**Clock network drawn from the DEF**

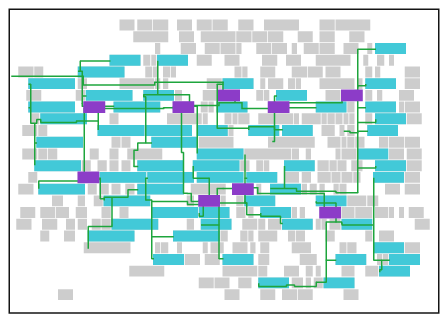
**Pin map**

Pins as bars across the die edge, other pins in grey.
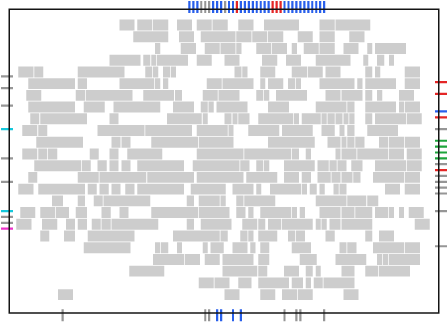
**Wires at chosen ports, followed through buffers**

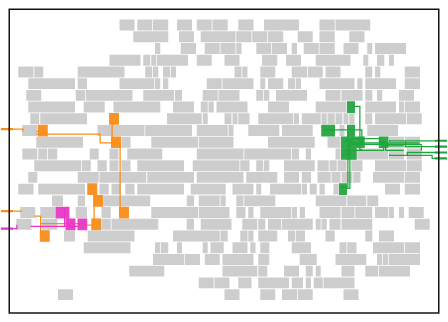
--- config.mk ---
export PLATFORM = sky130hd
export DESIGN_NAME = uart_tx_arbiter_flat
export DESIGN_NICKNAME = d
export VERILOG_FILES = /design/src/rtl/uart_tx_pkg.sv /design/src/rtl/uart_tx_arbiter_if.sv /design/src/rtl/uart_rr_picker.sv /design/src/rtl/uart_tx_arbiter.sv /design/src/flat_wrapper.sv
export SDC_FILE = /design/constraint.sdc
export NUM_CORES = 1
export LEC_CHECK = 0
export ABC_AREA = 0
export CORE_ASPECT_RATIO = 0.7
export CORE_UTILIZATION = 41
export CTS_CLUSTER_SIZE = 8
export DETAILED_ROUTE_END_ITERATION = 7
export PLACE_DENSITY = 0.75
export SYNTH_ARGS = -nofsm -noshare
export SYNTH_HDL_FRONTEND = slang
export SYNTH_SLANG_ARGS = --single-unit
--- constraint.sdc ---
create_clock -name clock -period 3.6 [get_ports clock]
set_clock_uncertainty 0.1 [all_clocks]
set_input_delay 0.36 -clock clock [delete_from_list [all_inputs] [get_ports clock]]
set_output_delay 0.36 -clock clock [all_outputs]
set_load 0.1 [all_outputs]
--- src/rtl/uart_tx_pkg.sv ---
// Shared types for the UART transmit arbiter: line-code enums, the per-requester
// frame configuration record, the arbiter FSM states and the reset configuration.
package uart_tx_pkg;

  typedef enum logic [1:0] {
    BAUD_CODE_0 = 2'b00,
    BAUD_CODE_1 = 2'b01,
    BAUD_CODE_2 = 2'b10,
    BAUD_CODE_3 = 2'b11
  } baud_e;

  // Code 2'b11 is interpreted by uart_tx_top itself.
  typedef enum logic [1:0] {
    PARITY_NONE = 2'b00,
    PARITY_ODD  = 2'b01,
    PARITY_EVEN = 2'b10,
    PARITY_ALT  = 2'b11
  } parity_e;

  // Bit order matches {tx_baud_rate, tx_parity_type, tx_stop_bits, tx_data_length}.
  typedef struct packed {
    logic [1:0] baud;
    logic [1:0] parity;
    logic       stop;
    logic       len;
  } cfg_t;

  typedef enum logic [2:0] {
    ST_IDLE   = 3'd0,
    ST_GRANT  = 3'd1,
    ST_LAUNCH = 3'd2,
    ST_BUSY   = 3'd3,
    ST_GAP    = 3'd4
  } state_e;

  // 8-bit frames, no parity, one stop bit, slowest baud code.
  localparam cfg_t CFG_DEFAULT = '{baud: 2'b00, parity: 2'b00, stop: 1'b0, len: 1'b1};

  function automatic cfg_t cfg_pack(input logic [1:0] baud, input logic [1:0] parity,
                                    input logic stop, input logic len);
    cfg_t c;
    c.baud   = baud;
    c.parity = parity;
    c.stop   = stop;
    c.len    = len;
    return c;
  endfunction

endpackage

--- src/rtl/uart_tx_arbiter_if.sv ---
// Connection between the arbiter and uart_tx_top: frame controls one way,
// transmitter status the other.
interface uart_tx_arbiter_if;
  logic       tx_send;
  logic [1:0] tx_baud_rate;
  logic [7:0] tx_data_in;
  logic [1:0] tx_parity_type;
  logic       tx_stop_bits;
  logic       tx_data_length;
  logic       tx_active;
  logic       tx_done;

  modport master (
    output tx_send, tx_baud_rate, tx_data_in, tx_parity_type, tx_stop_bits, tx_data_length,
    input  tx_active, tx_done
  );

  modport slave (
    input  tx_send, tx_baud_rate, tx_data_in, tx_parity_type, tx_stop_bits, tx_data_length,
    output tx_active, tx_done
  );
endinterface

--- src/rtl/uart_rr_picker.sv ---
// Combinational round-robin selector: the first valid requester at or after the
// pointer, wrapping around to index 0.
module uart_rr_picker #(
  parameter int NUM_REQ = 4,
  parameter int ID_W    = $clog2(NUM_REQ)
) (
  input  logic [NUM_REQ-1:0] req_valid,
  input  logic [ID_W-1:0]    pointer,
  output logic [ID_W-1:0]    winner,
  output logic               any_valid
);

  logic hit_s;

  // Two passes: indices from the pointer upward, then the wrapped indices below it.
  always_comb begin
    winner    = '0;
    any_valid = 1'b0;
    hit_s     = 1'b0;
    for (int i = 0; i < NUM_REQ; i++) begin
      hit_s     = !any_valid && req_valid[i] && (i >= int'(pointer));
      winner    = hit_s ? ID_W'(i) : winner;
      any_valid = any_valid | hit_s;
    end
    for (int i = 0; i < NUM_REQ; i++) begin
      hit_s     = !any_valid && req_valid[i] && (i < int'(pointer));
      winner    = hit_s ? ID_W'(i) : winner;
      any_valid = any_valid | hit_s;
    end
  end

endmodule

--- src/rtl/uart_tx_arbiter.sv ---
// Round-robin arbiter sharing one uart_tx_top among NUM_REQ byte requesters,
// each with its own frame configuration held in a small config bank.
module uart_tx_arbiter
  import uart_tx_pkg::*;
#(
  parameter int NUM_REQ   = 4,
  parameter int ID_W      = $clog2(NUM_REQ),
  parameter int LAUNCH_TO = 16
) (
  input  logic                 clock,
  input  logic                 rst,
  input  logic [NUM_REQ-1:0]   req_valid,
  output logic [NUM_REQ-1:0]   req_ready,
  input  logic [8*NUM_REQ-1:0] req_data,
  input  logic                 cfg_we,
  input  logic [ID_W-1:0]      cfg_sel,
  input  logic [1:0]           cfg_baud,
  input  logic [1:0]           cfg_parity,
  input  logic                 cfg_stop,
  input  logic                 cfg_len,
  uart_tx_arbiter_if.master    tx,
  output logic                 busy,
  output logic [ID_W-1:0]      grant_id,
  output logic                 frame_done,
  output logic                 launch_err
);

  localparam int                CNT_W    = $clog2(LAUNCH_TO + 1);
  localparam logic [CNT_W-1:0] CNT_LAST = CNT_W'(LAUNCH_TO - 1);

  cfg_t               cfg_bank_r [NUM_REQ];
  state_e             state_r;
  logic [ID_W-1:0]    ptr_r;
  logic [ID_W-1:0]    winner_r;
  logic [ID_W-1:0]    grant_id_r;
  logic [NUM_REQ-1:0] req_ready_r;
  logic               tx_send_r;
  logic [7:0]         tx_data_r;
  cfg_t               tx_cfg_r;
  logic [CNT_W-1:0]   cnt_r;
  logic               busy_r;
  logic               frame_done_r;
  logic               launch_err_r;

  logic [ID_W-1:0]    winner_s;
  logic               any_valid_s;
  logic [ID_W-1:0]    next_ptr_s;

  uart_rr_picker #(.NUM_REQ(NUM_REQ), .ID_W(ID_W)) u_picker (
    .req_valid (req_valid),
    .pointer   (ptr_r),
    .winner    (winner_s),
    .any_valid (any_valid_s)
  );

  // Pointer moves to the slot just after the requester being granted.
  always_comb begin
    next_ptr_s = '0;
    if (int'(winner_r) == NUM_REQ - 1) begin
      next_ptr_s = '0;
    end else begin
      next_ptr_s = winner_r + ID_W'(1'b1);
    end
  end

  // Config bank; a frame in flight keeps its own snapshot so writes here never disturb it.
  always_ff @(posedge clock) begin
    if (rst) begin
      for (int i = 0; i < NUM_REQ; i++) begin
        cfg_bank_r[i] <= CFG_DEFAULT;
      end
    end else if (cfg_we && (int'(cfg_sel) < NUM_REQ)) begin
      cfg_bank_r[cfg_sel] <= cfg_pack(cfg_baud, cfg_parity, cfg_stop, cfg_len);
    end else begin
      cfg_bank_r[0] <= cfg_bank_r[0];
    end
  end

  // Arbitration FSM with registered outputs; the snapshot in GRANT reads the bank
  // before any write landing on the same edge.
  always_ff @(posedge clock) begin
    if (rst) begin
      state_r      <= ST_IDLE;
      ptr_r        <= '0;
      winner_r     <= '0;
      grant_id_r   <= '0;
      req_ready_r  <= '0;
      tx_send_r    <= 1'b0;
      tx_data_r    <= 8'h00;
      tx_cfg_r     <= '0;
      cnt_r        <= '0;
      busy_r       <= 1'b0;
      frame_done_r <= 1'b0;
      launch_err_r <= 1'b0;
    end else begin
      req_ready_r  <= '0;
      frame_done_r <= 1'b0;
      launch_err_r <= 1'b0;
      case (state_r)
        ST_IDLE: begin
          if (any_valid_s) begin
            winner_r    <= winner_s;
            req_ready_r <= {{(NUM_REQ-1){1'b0}}, 1'b1} << winner_s;
            busy_r      <= 1'b1;
            state_r     <= ST_GRANT;
          end else begin
            busy_r <= 1'b0;
          end
        end
        ST_GRANT: begin
          tx_data_r  <= req_data[{winner_r, 3'b000} +: 8];
          tx_cfg_r   <= cfg_bank_r[winner_r];
          grant_id_r <= winner_r;
          ptr_r      <= next_ptr_s;
          tx_send_r  <= 1'b1;
          cnt_r      <= '0;
          state_r    <= ST_LAUNCH;
        end
        ST_LAUNCH: begin
          if (tx.tx_done) begin
            // Frame finished inside the launch window.
            tx_send_r    <= 1'b0;
            frame_done_r <= 1'b1;
            state_r      <= ST_GAP;
          end else if (tx.tx_active) begin
            state_r <= ST_BUSY;
          end else if (cnt_r == CNT_LAST) begin
            // Transmitter never started: drop the byte.
            tx_send_r    <= 1'b0;
            launch_err_r <= 1'b1;
            state_r      <= ST_GAP;
          end else begin
            cnt_r <= cnt_r + CNT_W'(1'b1);
          end
        end
        ST_BUSY: begin
          if (tx.tx_done) begin
            tx_send_r    <= 1'b0;
            frame_done_r <= 1'b1;
            state_r      <= ST_GAP;
          end else begin
            tx_send_r <= 1'b1;
          end
        end
        ST_GAP: begin
          // One low cycle so the next frame always sees a fresh send edge.
          tx_send_r <= 1'b0;
          busy_r    <= 1'b0;
          state_r   <= ST_IDLE;
        end
        default: begin
          tx_send_r <= 1'b0;
          busy_r    <= 1'b0;
          state_r   <= ST_IDLE;
        end
      endcase
    end
  end

  assign req_ready         = req_ready_r;
  assign busy              = busy_r;
  assign grant_id          = grant_id_r;
  assign frame_done        = frame_done_r;
  assign launch_err        = launch_err_r;
  assign tx.tx_send        = tx_send_r;
  assign tx.tx_data_in     = tx_data_r;
  assign tx.tx_baud_rate   = tx_cfg_r.baud;
  assign tx.tx_parity_type = tx_cfg_r.parity;
  assign tx.tx_stop_bits   = tx_cfg_r.stop;
  assign tx.tx_data_length = tx_cfg_r.len;

endmodule

--- src/flat_wrapper.sv ---
// flat-port wrapper written by rule: the top's interface ports become plain ports
module uart_tx_arbiter_flat import uart_tx_pkg::*;
#(
  parameter int NUM_REQ   = 4,
  parameter int ID_W      = $clog2(NUM_REQ),
  parameter int LAUNCH_TO = 16
)
  (clock, rst, req_valid, req_ready, req_data, cfg_we, cfg_sel, cfg_baud, cfg_parity, cfg_stop, cfg_len, busy, grant_id, frame_done, launch_err, tx_tx_send, tx_tx_baud_rate, tx_tx_data_in, tx_tx_parity_type, tx_tx_stop_bits, tx_tx_data_length, tx_tx_active, tx_tx_done);
  uart_tx_arbiter_if tx_i ();
  input  logic clock;
  input  logic rst;
  input  logic [NUM_REQ-1:0] req_valid;
  output logic [NUM_REQ-1:0] req_ready;
  input  logic [8*NUM_REQ-1:0] req_data;
  input  logic cfg_we;
  input  logic [ID_W-1:0] cfg_sel;
  input  logic [1:0] cfg_baud;
  input  logic [1:0] cfg_parity;
  input  logic cfg_stop;
  input  logic cfg_len;
  output logic busy;
  output logic [ID_W-1:0] grant_id;
  output logic frame_done;
  output logic launch_err;
  output wire logic [$bits(tx_i.tx_send)-1:0] tx_tx_send;
  output wire logic [$bits(tx_i.tx_baud_rate)-1:0] tx_tx_baud_rate;
  output wire logic [$bits(tx_i.tx_data_in)-1:0] tx_tx_data_in;
  output wire logic [$bits(tx_i.tx_parity_type)-1:0] tx_tx_parity_type;
  output wire logic [$bits(tx_i.tx_stop_bits)-1:0] tx_tx_stop_bits;
  output wire logic [$bits(tx_i.tx_data_length)-1:0] tx_tx_data_length;
  input wire logic [$bits(tx_i.tx_active)-1:0] tx_tx_active;
  input wire logic [$bits(tx_i.tx_done)-1:0] tx_tx_done;
  assign tx_tx_send = tx_i.tx_send;
  assign tx_tx_baud_rate = tx_i.tx_baud_rate;
  assign tx_tx_data_in = tx_i.tx_data_in;
  assign tx_tx_parity_type = tx_i.tx_parity_type;
  assign tx_tx_stop_bits = tx_i.tx_stop_bits;
  assign tx_tx_data_length = tx_i.tx_data_length;
  assign tx_i.tx_active = tx_tx_active;
  assign tx_i.tx_done = tx_tx_done;
  uart_tx_arbiter #(.NUM_REQ(NUM_REQ), .ID_W(ID_W), .LAUNCH_TO(LAUNCH_TO)) u_core (.clock(clock), .rst(rst), .req_valid(req_valid), .req_ready(req_ready), .req_data(req_data), .cfg_we(cfg_we), .cfg_sel(cfg_sel), .cfg_baud(cfg_baud), .cfg_parity(cfg_parity), .cfg_stop(cfg_stop), .cfg_len(cfg_len), .tx(tx_i), .busy(busy), .grant_id(grant_id), .frame_done(frame_done), .launch_err(launch_err));
endmodule
==> run notes <==
run results: GRT met3 Usage=0.06507, wire per inst=14.85 um, Multi-In Gates=163, GRT Util Overall=0.1835, cell with the most instances after synthesis=dfxtp_1, adder share=0.01381, fraction of layout instances using a drive strength above 1=0.1277, Max-Cap Viols=0, worst hold slack=0.3534 ns, Sequential Area=1441 um^2, Net Sw Frac=0.2986, EDFF count, synth=24, Seq group=0.806 mW, first-pass GRT wire length=9708 um, Gate Area=1182 um^2, HP Class=reg2reg, top cells by area=dfxtp_1 27%, edfxtp_1 27%, mux4_2 12%, area grow syn2layout=36.91%, Final Net Count=368, flops out of synthesis=60, Crit Path Max Fanout=2, # hold bufs at CTS=0, Via-to-Cell Ratio=5.135, critical path class=reg2out, Post-DP HPWL=4291 um, Top-area cell share=0.2651, CTS resizes=0, fp util=0.4312, CTS tree=done, vias=2049, Top logic family=simple AND/OR/NAND/NOR gates, die height=70.13 um, simple share=0.2149, Mux area share=0.1270, Post-Route WL=5924 um, H-tree depth=3, Syn. warnings=0, met3 wire length=289 um, share of power burned in registers=0.404, Internal Power=1.398 mW, Slew Limit Fails=0, chip width=99.33 um, Fillers=543, routability cong.=0.8485, Top Consumer=sequential cells, setup TNS=0 ns, Max clock buf depth=2, number of flip-flops in the largest register=24, Worst Max-Slew Pin Slew=1.008 ns, flop share of the area=0.3872, Clock-cell share=0.06218, asr flop ratio synth=0, Top reg by flops=u_core.cfg_bank_r, distinct lib cells=41, Worst slew margin=0.3257, Bufs and invs on worst path=1, PnR worst setup slack=1.328 ns, element type at the critical path end=output port, LEAKAGE=1.300 nW, Top Layer Used=met4, final hold violations=0, Clock Latency Late Sink=0.33 ns, Top delay family on crit path=buffers and inverters, Top Layout Cells=72 x clkdlybuf4s50_1, 36 x dfxtp_1, 35 x nand2_1, yosys stat cell total=244, Comb pwr share=0.241, worst stage delay on the critical path=1.15 ns, critical path data required time=3.14 ns, Post-synth seq share=0.5301, Most common reg cell=dfxtp_1, Achievable Freq=0.4402 GHz, most frequent logic cell in the layout=clkdlybuf4s50_1, bufs w/o clock=75, Syn Inst Count=244, Post-CTS Setup Repair Bufs=0, CTS root buf=clkbuf_8, largest net degree at the start of global routing=41, Core Area=6306 um^2, non-clk buf share=0.1997, Post-Synth XOR/XNOR Area=0.003221, status=finished, final reports clean, Tap Cells=78, Final min period=2.272 ns, VDD IR max=0.2942 mV, NetSw=0.5953 mW, Pwr Total=1.993 mW, Synth top cells by count=36 x dfxtp_1, 35 x nand2_1, 24 x edfxtp_1, initial antenna violation count=0, Inverters, non-clock=7
-- 'clock network drawn from the DEF' (at the start) --
[purple] clock-net drivers | count: 9
[green] clock wires | length: 706 um
[cyan] flip-flops | count: 60
routed clock nets: 10
clock power share: 0.355
P_clk: 0.707 mW

-- 'pin map' (at the start) --
[blue] `req_data` | pins: 32 | direction: input | edge: 27 north, 4 south, 1 east
[cyan] `cfg_parity` | pins: 2 | direction: input | edge: west
[magenta] `cfg_we` | pins: 1 | direction: input | edge: west
[red] `tx_tx_data_in` | pins: 8 | direction: output | edge: 4 east, 4 north
[green] `req_valid` | pins: 4 | direction: input | edge: east
all pins by edge: 35 north, 17 east, 11 south, 10 west

-- 'wires at chosen ports, followed through buffers' (at the start) --
[magenta] `cfg_we` | bits: 1 | direction: input | edge: west | end cells: 3 | buffers: 1 | wire: 17.5 um
[orange] `cfg_parity` | bits: 2 | direction: input | edge: west | end cells: 8 | buffers: 2 | wire: 77.9 um
[green] `req_valid` | bits: 4 | direction: input | edge: east | end cells: 9 | buffers: 4 | wire: 158 um
IO Pins: 73
PortBufs: 72

==> final timing paths <==
path	startpoint	endpoint	slack [ns]	cells after the start
worst max-delay path	u_core.tx.tx_data_in[3]$_SDFFE_PP0P_	tx_tx_data_in[3]	1.33	1
worst max register to register	u_core.cnt_r[0]$_SDFFE_PP0P_	u_core.cnt_r[0]$_SDFFE_PP0P_	1.34	7
worst min-delay path	u_core.tx.tx_data_in[7]$_SDFFE_PP0P_	u_core.tx.tx_data_in[7]$_SDFFE_PP0P_	0.35	2
worst min register to register	u_core.tx.tx_data_in[7]$_SDFFE_PP0P_	u_core.tx.tx_data_in[7]$_SDFFE_PP0P_	0.35	2
==> metrics by stage <==
step,cell area [um^2],cells
after global placement,3491,383
after global routing,3722,399
after floorplan,2719,244
final,3722,399
after detailed placement,3491,383
after CTS,3722,399
Power and IR drop assume default switching activity.
